File: src/rtl/iq_cic_decimator.sv
// Dual-channel (I/Q) N-stage CIC decimator with a runtime power-of-two rate,
// DC gain normalisation and round/saturate to the output width.
module iq_cic_decimator #(
  parameter int unsigned INPUT_WIDTH   = 12,
  parameter int unsigned OUTPUT_WIDTH  = 12,
  parameter int unsigned N_STAGES      = 4,
  parameter int unsigned MAX_RATE_LOG2 = 6,
  parameter int unsigned RATE_W        = 3
) (
  input  logic                           clk_in,
  input  logic                           RST,
  input  logic                           in_valid,
  input  logic [RATE_W-1:0]              rate_log2,
  input  logic signed [INPUT_WIDTH-1:0]  I_IN,
  input  logic signed [INPUT_WIDTH-1:0]  Q_IN,
  output logic signed [OUTPUT_WIDTH-1:0] I_OUT,
  output logic signed [OUTPUT_WIDTH-1:0] Q_OUT,
  output logic                           out_valid,
  output logic [RATE_W-1:0]              rate_active
);

  localparam int unsigned ACC_WIDTH = INPUT_WIDTH + N_STAGES * MAX_RATE_LOG2;
  localparam int unsigned CNT_W     = MAX_RATE_LOG2;
  localparam int unsigned SH_W      = $clog2(N_STAGES * MAX_RATE_LOG2 + 1);
  localparam int unsigned DROP      = (OUTPUT_WIDTH < INPUT_WIDTH) ? INPUT_WIDTH - OUTPUT_WIDTH : 0;
  localparam int unsigned PAD       = (OUTPUT_WIDTH >= INPUT_WIDTH) ? OUTPUT_WIDTH - INPUT_WIDTH : 0;
  localparam int unsigned RND       = (1 << DROP) >> 1;
  localparam logic signed [ACC_WIDTH-1:0] SAT_MAX =
    ACC_WIDTH'((64'(1) << (OUTPUT_WIDTH - 1)) - 64'(1));
  localparam logic signed [ACC_WIDTH-1:0] SAT_MIN = ~SAT_MAX;

  logic [RATE_W-1:0]           r_rate;
  logic [CNT_W-1:0]            r_cnt;
  logic signed [ACC_WIDTH-1:0] r_int_i [N_STAGES];
  logic signed [ACC_WIDTH-1:0] r_int_q [N_STAGES];
  logic signed [ACC_WIDTH-1:0] r_ci    [N_STAGES];
  logic signed [ACC_WIDTH-1:0] r_cq    [N_STAGES];
  logic signed [ACC_WIDTH-1:0] r_di    [N_STAGES];
  logic signed [ACC_WIDTH-1:0] r_dq    [N_STAGES];
  logic [SH_W-1:0]             r_csh   [N_STAGES];
  logic [N_STAGES-1:0]         r_cv;
  logic signed [OUTPUT_WIDTH-1:0] r_i_out;
  logic signed [OUTPUT_WIDTH-1:0] r_q_out;
  logic                        r_out_valid;

  logic [RATE_W-1:0]           w_rate_clamped;
  logic [CNT_W-1:0]            w_cnt_last;
  logic                        w_strobe;
  logic signed [ACC_WIDTH-1:0] w_int_i [N_STAGES];
  logic signed [ACC_WIDTH-1:0] w_int_q [N_STAGES];
  logic signed [ACC_WIDTH-1:0] w_cin_i [N_STAGES];
  logic signed [ACC_WIDTH-1:0] w_cin_q [N_STAGES];
  logic [SH_W-1:0]             w_sh_in [N_STAGES];
  logic [N_STAGES-1:0]         w_cv_in;

  // Gain normalise, then round half-up / zero-pad and saturate to the output width.
  function automatic logic signed [OUTPUT_WIDTH-1:0] f_scale(
    input logic signed [ACC_WIDTH-1:0] v,
    input logic        [SH_W-1:0]      sh
  );
    logic signed [ACC_WIDTH-1:0] s;
    s = v >>> sh;
    s = (s + $signed(ACC_WIDTH'(RND))) >>> DROP;
    s = s <<< PAD;
    if (s > SAT_MAX)      s = SAT_MAX;
    else if (s < SAT_MIN) s = SAT_MIN;
    return OUTPUT_WIDTH'(s);
  endfunction

  always_comb begin
    w_rate_clamped = rate_log2;
    if (rate_log2 == '0)                      w_rate_clamped = RATE_W'(1);
    else if (32'(rate_log2) > MAX_RATE_LOG2)  w_rate_clamped = RATE_W'(MAX_RATE_LOG2);
  end

  assign w_cnt_last = CNT_W'((64'(1) << r_rate) - 64'(1));
  assign w_strobe   = in_valid && (r_cnt == w_cnt_last);

  // Full cascade next-state so the strobe captures the frame's last sample.
  always_comb begin
    logic signed [ACC_WIDTH-1:0] v_acc_i;
    logic signed [ACC_WIDTH-1:0] v_acc_q;
    v_acc_i = {{(ACC_WIDTH-INPUT_WIDTH){I_IN[INPUT_WIDTH-1]}}, I_IN};
    v_acc_q = {{(ACC_WIDTH-INPUT_WIDTH){Q_IN[INPUT_WIDTH-1]}}, Q_IN};
    for (int k = 0; k < N_STAGES; k++) begin
      v_acc_i    = v_acc_i + r_int_i[k];
      v_acc_q    = v_acc_q + r_int_q[k];
      w_int_i[k] = v_acc_i;
      w_int_q[k] = v_acc_q;
    end
  end

  // Comb stage inputs; the shift amount travels with each decimated sample.
  always_comb begin
    w_cin_i[0] = w_int_i[N_STAGES-1];
    w_cin_q[0] = w_int_q[N_STAGES-1];
    w_cv_in[0] = w_strobe;
    w_sh_in[0] = SH_W'(N_STAGES * 32'(r_rate));
    for (int k = 1; k < N_STAGES; k++) begin
      w_cin_i[k] = r_ci[k-1];
      w_cin_q[k] = r_cq[k-1];
      w_cv_in[k] = r_cv[k-1];
      w_sh_in[k] = r_csh[k-1];
    end
  end

  always_ff @(posedge clk_in) begin
    if (RST) begin
      r_rate      <= w_rate_clamped;
      r_cnt       <= '0;
      r_cv        <= '0;
      r_out_valid <= 1'b0;
      r_i_out     <= '0;
      r_q_out     <= '0;
      for (int k = 0; k < N_STAGES; k++) begin
        r_int_i[k] <= '0;
        r_int_q[k] <= '0;
        r_ci[k]    <= '0;
        r_cq[k]    <= '0;
        r_di[k]    <= '0;
        r_dq[k]    <= '0;
        r_csh[k]   <= '0;
      end
    end else begin
      if (in_valid) begin
        for (int k = 0; k < N_STAGES; k++) begin
          r_int_i[k] <= w_int_i[k];
          r_int_q[k] <= w_int_q[k];
        end
        r_cnt <= w_strobe ? '0 : r_cnt + CNT_W'(1);
        if (w_strobe) r_rate <= w_rate_clamped;
      end
      r_cv <= w_cv_in;
      for (int k = 0; k < N_STAGES; k++) begin
        if (w_cv_in[k]) begin
          r_ci[k]  <= w_cin_i[k] - r_di[k];
          r_cq[k]  <= w_cin_q[k] - r_dq[k];
          r_di[k]  <= w_cin_i[k];
          r_dq[k]  <= w_cin_q[k];
          r_csh[k] <= w_sh_in[k];
        end
      end
      r_out_valid <= r_cv[N_STAGES-1];
      if (r_cv[N_STAGES-1]) begin
        r_i_out <= f_scale(r_ci[N_STAGES-1], r_csh[N_STAGES-1]);
        r_q_out <= f_scale(r_cq[N_STAGES-1], r_csh[N_STAGES-1]);
      end
    end
  end

  assign I_OUT       = r_i_out;
  assign Q_OUT       = r_q_out;
  assign out_valid   = r_out_valid;
  assign rate_active = r_rate;

endmodule

File: config.mk
export PLATFORM = sky130hd
export DESIGN_NAME = iq_cic_decimator
export DESIGN_NICKNAME = d
export VERILOG_FILES = /design/src/rtl/iq_cic_decimator.sv
export SDC_FILE = /design/constraint.sdc
export NUM_CORES = 2
export LEC_CHECK = 0
export ABC_AREA = 1
export CORE_ASPECT_RATIO = 1.2
export CORE_MARGIN = 4
export CORE_UTILIZATION = 65
export CTS_CLUSTER_DIAMETER = 40
export DETAILED_ROUTE_END_ITERATION = 12
export PLACE_DENSITY = 0.82
export SLEW_MARGIN = 20
export SYNTH_ARGS = -nofsm -noshare
export SYNTH_HDL_FRONTEND = slang
export SYNTH_SLANG_ARGS = --single-unit
File: constraint.sdc
create_clock -name clk_in -period 10 [get_ports clk_in]
set_input_delay 1.5 -clock clk_in [delete_from_list [all_inputs] [get_ports clk_in]]
set_output_delay 1.5 -clock clk_in [all_outputs]
set_load 0.05 [all_outputs]
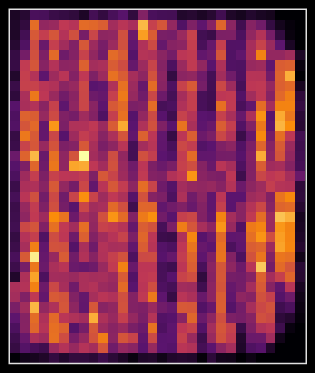
(images/wire_density.png)
Scale: 1 px per µm. 30 x 35 tiles, from black (low) to pale yellow (high), scaled to the fullest tile. Values are wire area over tile area, all layers added.
- tiles over half the peak: 30%
- nearly empty tiles: 2.2%
- fullest tile: 0.60
- mean over tiles: 0.24

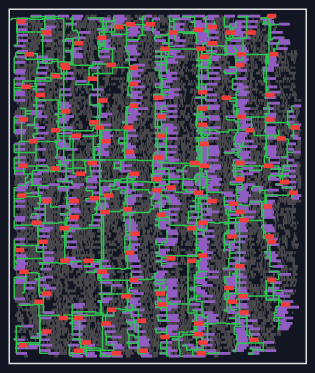
(images/clock_map.png)
Scale: 1 px per µm.
- red: cells driving clock nets (count 135)
- purple: flip-flops (count 914)
- green: clock wires (length 12300 µm)
- flops lie: spread over the die

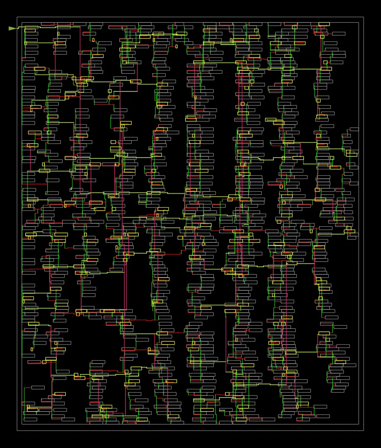
(images/final_clocks.png)
clk_lat worst skew: 0.75 ns
number of buffers created by CTS: 135

==> impl.org <==
* Flow results

** Layout
- Non-clock buffer count :: 287
- Post-route non-filler standard cell count :: 9573
- Of all the cell area in the finished design, non-clock buffers hold 3.19%.
- Of the total standard cell area in the layout, the sequential portion is 37.3%.
- Ranked by total area, the top cell class in this layout is multi-input combinational cells.
- Registers take 0.0271 mm².
- Summing all multi-input logic gate instances after layout gives 0.0318 mm².
- Top library cells by usage in the layout, fill and taps aside :: sky130_fd_sc_hd__inv_1, sky130_fd_sc_hd__nand2_1, sky130_fd_sc_hd__nor2_1
- The most common logic cell in the final layout is sky130_fd_sc_hd__inv_1.
- Clock network area share :: 6.28%
- FFs & Latches :: 914
- The final layout report lists a non-clock inverter count of 1417.
- The fraction of cell area in multi-input combinational cells is reported as 43.7%.
- Fraction of final layout cells with drive strength greater than 1 :: 7.15%
- Number of clock buffers in the layout :: 149
- The final report gives the core utilization as 73.9%.
- Fill cell instance count of the final layout :: 7383
- The layout contains a multi-input combinational cell count of 5432.

** Setup path
- Per the timing report, the most critical flop-to-flop path finishes at r_ci[0][35].
- Slowest-stage cell, CP :: sky130_fd_sc_hd__clkdlybuf4s50_1
- Reg-to-reg critical path startpoint :: r_int_i[0][0]
- The largest single stage delay on the critical path is 0.45 ns.
- Per the post-run analysis, buffers plus inverters along the critical path come to 8.
- R2R setup slack :: 1.29 ns
- The cell family contributing the most delay on the critical path is AND-OR/OR-AND gates.
- Element type at the critical path end :: flop
- In this run the worst setup path terminates at r_ci[0][35].
- For the worst setup path, the data arrival time is 10.07 ns.
- Startpoint of the worst setup timing path :: I_IN[0]

** Synth
- After synthesis, the design contains 7905 cells according to Yosys.
- Yosys warns :: 0
- Post-synth top cells :: sky130_fd_sc_hd__inv_1, sky130_fd_sc_hd__nand2_1, sky130_fd_sc_hd__nor2_1
- Netlist Area Pre-Place :: 0.0644 mm²
- Gate count of the mapped netlist :: 7905
- After synthesis, the largest family of logic cells by area is AND-OR/OR-AND gates.
- Flip-flops with a built-in enable :: 879
- Library cell with the highest instance count after synthesis :: sky130_fd_sc_hd__inv_1
- For reference, compound AND-OR and OR-AND cells occupy 17.3% of the area reported after synthesis.
- Summed over all instances, the cell type with the most area after synthesis is sky130_fd_sc_hd__edfxtp_1.
- In the synthesized netlist, mux cells make up 0.171% of the area.
- Proportion of synthesized chip area in sequential cells :: 42.1%
- Per-instance average area after synthesis :: 8.15 µm²
- The number of nets in the synthesized netlist is 8519.
- Synth Flop Type :: sky130_fd_sc_hd__edfxtp_1

** Floorplan
- Die extent in x :: 295 µm
- Per the OpenROAD floorplan log, the area of the core is 0.0984 mm².
- Starting Density :: 65.5%
- Chip area :: 0.104 mm²
- According to the floorplan report, the die height is 353 µm.
- Site Rows :: 126

** Routing
- Average via count per standard cell :: 5.65
- In the post-route report, total wirelength is listed as 151000 µm.
- Drt pass-1 iters :: 5
- The first routing iteration left 3846 violations.
- Per the detail_route report, DRC violations left total 0.
- Final ANT Viol Nets :: 0
- In the final routed layout, each cell accounts on average for 15.8 µm.

** Placed design
- At the placement stage, the worst setup path has a slack of -0.417 ns.
- Number of cells after detailed placement :: 9315
- Routability-driven placement congestion ratio :: 0.939
- Placed cell area :: 0.0677 mm²

** Global route
- The number of global-route vias before repair was 53900.
- The number of antenna violations at the first check in global routing is 0.
- Global routing used 28.8% of the available tracks across all layers.
- The first global-routing pass estimated 249000 µm of wire.

** Final timing
- Total Negative Setup Slacks :: 0 ns
- Achievable clock frequency :: 104 MHz
- Post-route clock period utilization :: 95.8%
- Slew HR :: 29.0%
- Minimum hold slack :: 0.474 ns
- At the pin with the least slew margin, the transition time is 1.07 ns.
- The last timing report of the flow puts the setup violation total at 0.
- Per the final report, max-transition violations number 0.
- In the final report, the number of hold violations comes to 0.
- Final critical delay including setup and external delays :: 9.58 ns

** CTS
- The H-tree was split into 4 levels.
- In this run, post-CTS hold repair placed 0 buffers.
- Clock tree from TritonCTS :: yes
- The CTS log lists the clock sinks for this run as 914.
- Clock root buffer master :: sky130_fd_sc_hd__clkbuf_16
- Gates resized during post-CTS repair numbered 0.

** Status
- The run finished with clean final reports.

** Worst hold path
- Hold analysis shows the worst path with a depth of 2.
- For the worst min-delay path, the startpoint reported by OpenROAD is Q_OUT[11].
- Worst Hold Endpoint :: Q_OUT[11]

** Flow run
- The stage logs contain a warning count of 38.
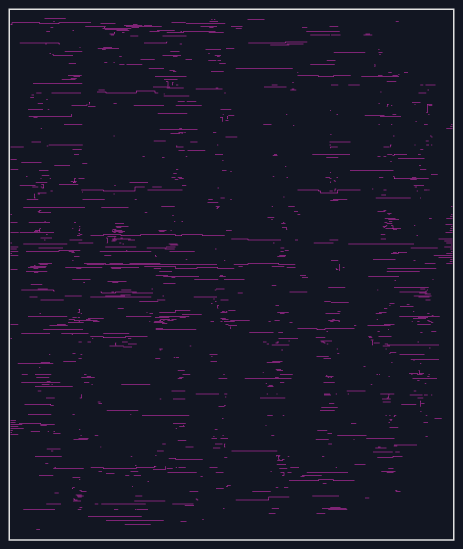
(images/met3.png)
Scale: 1.5 px per µm.
- nets with wire on the layer: 612
- wire length on this layer: 6310 µm
global routing met3 resource utilization: 3.72%
DR vias: 54100

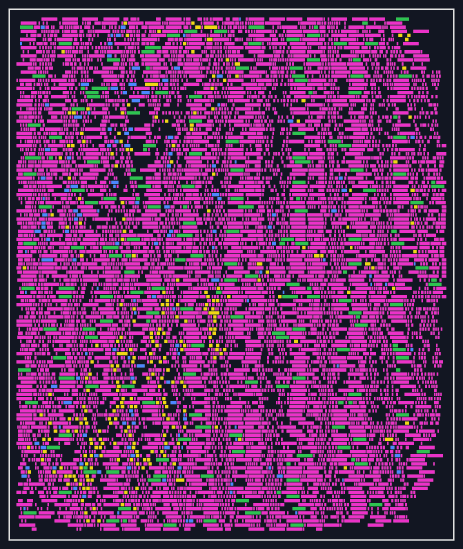
(images/drive_strength.png)
Scale: 1.5 px per µm.
- yellow: drive 3 to 4 (cells 259; share 3.1%)
- green: drive 6 and up (cells 189; share 2.3%)
- magenta: drive 1 or less (cells 7700; share 93%)
- blue: drive 2 (cells 145; share 1.7%)
layout overhead on the synthesized area: 12.9%
final non-filler cell area: 0.0727 mm²
fin worst setup slack: 0.419 ns

==> per-layer routing <==
layer	GRT usage [%]	share of wire (%)	wire length, µm	up-vias
li1	-	-	-	27200
met1	33.1	40	60400	24800
met2	52.5	51	77300	1522
met3	3.72	4.2	6310	476
met4	14.3	4.9	7470	0
met5	0	0	0	-
==> sequential cells by signal (all words and copies together), names as in the netlist <==
signal	flops
I_OUT	12
Q_OUT	12
out_valid	1
r_ci	144
r_cnt	6
r_cq	144
r_csh	12
r_cv	4
r_di	144
r_dq	144
r_int_i	144
r_int_q	144
rate_active	3
